==> config.mk <==
export PLATFORM = sky130hd
export DESIGN_NAME = arb_requester
export DESIGN_NICKNAME = d
export VERILOG_FILES = /design/src/rtl/arb_requester.sv
export SDC_FILE = /design/constraint.sdc
export NUM_CORES = 1
export LEC_CHECK = 0
export CORE_ASPECT_RATIO = 0.7
export CORE_MARGIN = 5
export CORE_UTILIZATION = 30
export CTS_BUF_LIST = sky130_fd_sc_hd__clkbuf_8
export CTS_CLUSTER_DIAMETER = 200
export DETAILED_ROUTE_END_ITERATION = 10
export PLACE_DENSITY = 0.54
export SYNTH_ARGS = -nofsm -noshare
export SYNTH_HDL_FRONTEND = slang
export SYNTH_SLANG_ARGS = --single-unit
export TNS_END_PERCENT = 5
==> constraint.sdc <==
create_clock -name clk -period 4.61 [get_ports clk]
set_input_delay 0.922 -clock clk [delete_from_list [all_inputs] [get_ports clk]]
set_output_delay 0.922 -clock clk [all_outputs]
set_load 0.05 [all_outputs]
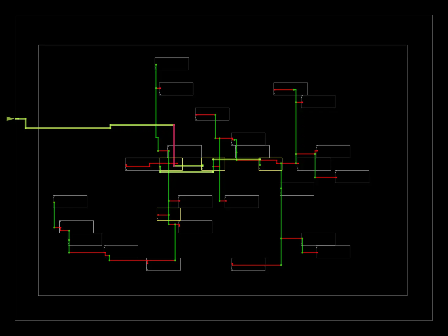
**Above:** clock wiring as the flow saved it.
clkbuf count: 4
Worst-Skew Late Latency: 0.26 ns
Clk. pwr: 0.141 mW
TritonCTS Buffers: 3
sequential cell count: 24

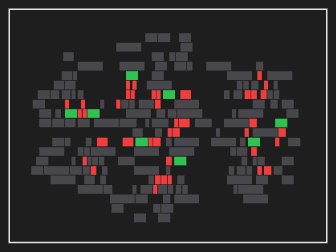
**Above:** gate-type map.
| family | color | cells |
|---|---|---|
| mux cells | green | 8 |
| nand cells | red | 40 |
Comb/total area: 50.3%
most frequent logic cell in the layout: dfxtp_1
final cell count without fillers: 237

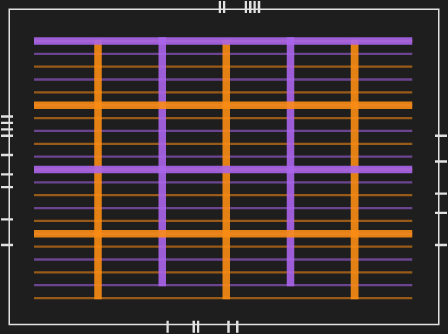
**Above:** PDN straps and rails.
Pins as bars on the die edge.
| net | color |
|---|---|
| VDD | purple |
| VSS | orange |
met4 straps: 5
rows: 20
met5 straps: 4
met1 rails: 21
signal pins: 25
Die Y-Extent: 66.4 um
Die Span X: 90.6 um
worst vdd ir: 178 uV
Core ar.: 0.00435 sq mm

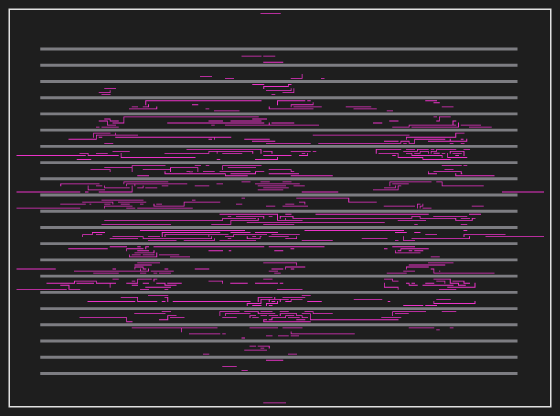
**Above:** met1 routing.
Supply wires on this layer in gray.
nets with wire on the layer: 186
longest straight run: 23.0 um
wire length on this layer: 1650 um
share of all routed wire: 51%
main direction: horizontal
Final Routed Wirelength: 3.26 mm
GR Util met1: 14.3%

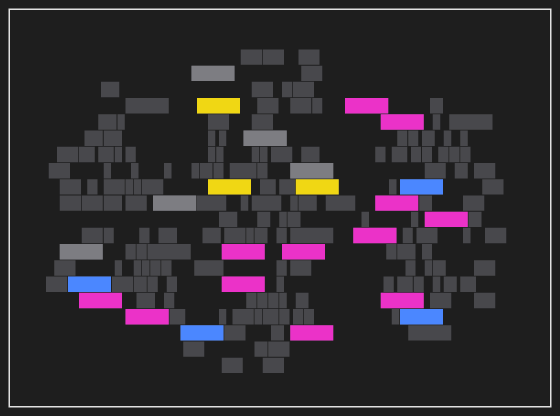
**Above:** register map, names as in the netlist.
Other sequential cells in the stronger gray, the rest of the logic in the fainter gray.
| netlist name | color | flops |
|---|---|---|
| `ovf` | blue | 4 |
| `r_cnt` | magenta | 12 |
| `r_beat` | yellow | 3 |
not colored: 5
register area: 480 sq um
P_seq: 0.243 mW
post-layout util: 39.1%

==> changes_impl.md <==
### Physical design

* Status: finished clean
* Vias in the first global route at 1160
* DRT met1 WL at about 1.7 mm
* Placed Area at between 0.0015 and 0.002 sq mm
* Skew final at about 0.004 ns
* Gate Count Post-Synth at 158
* Worst endpoint data arrival time at around 2.9 ns
* Final WS setup at between 0.8 and 0.9 ns
* Register share of the cell area at approximately 28%
* Xor+xnor area frac at less than 1%
* Largest Pwr Group: sequential cells
* # fillers at roughly 480
* Busiest grt layer: met2
* Compound-Gate Fraction of Synth Area at 20.7%
* Sequential power share at 45.8%
* GR Util met2 at between 15 and 20%
* Top Layout Cells: dfxtp_1 (24), clkdlybuf4s50_1 (23), nand2_1 (22)
* Met3 wire length at between 150 and 200 um
* WL met2 at between 1 and 1.5 mm
* Average wire per standard cell at between 10 and 15 um
* GR Overflow Total at 0
* Setup tns final at 0 ns
* Largest stage delay on the critical path at between 0.7 and 0.8 ns
* Internal power at around 0.36 mW
* Uppermost routed layer: met4
* Sink Count at 24
* Router iterations before antenna repair at 4
* Most common cell in the netlist: dfxtp_1
* Worst Setup Path Type: in2out
* Most frequent cells after synthesis: dfxtp_1 (24), nand2_1 (22), nor3_1 (13)
* Post-CTS setup buffers at 0
* Worst hold slack at about 0.47 ns
* Syn Std Cell Area at 0.00136 sq mm
* Max FO, Critical Path at 14
* Gate Area at around 850 sq um
* FP Core Util at between 30% and 40%
* Dominant kind of cell: logic gates
* Tot GR Track Use at roughly 11%
* CP dominant cell by count: nor2_1
* Cell accounting for the most synthesized area: dfxtp_1
* Largest net degree at the start of global routing at 21
* Yosys adder share at under 10%
* Slowest CP cell: clkdlybuf4s50_1
* Port buffer count at 24
Power figures rest on the tool's default switching activity, not on a simulated workload.
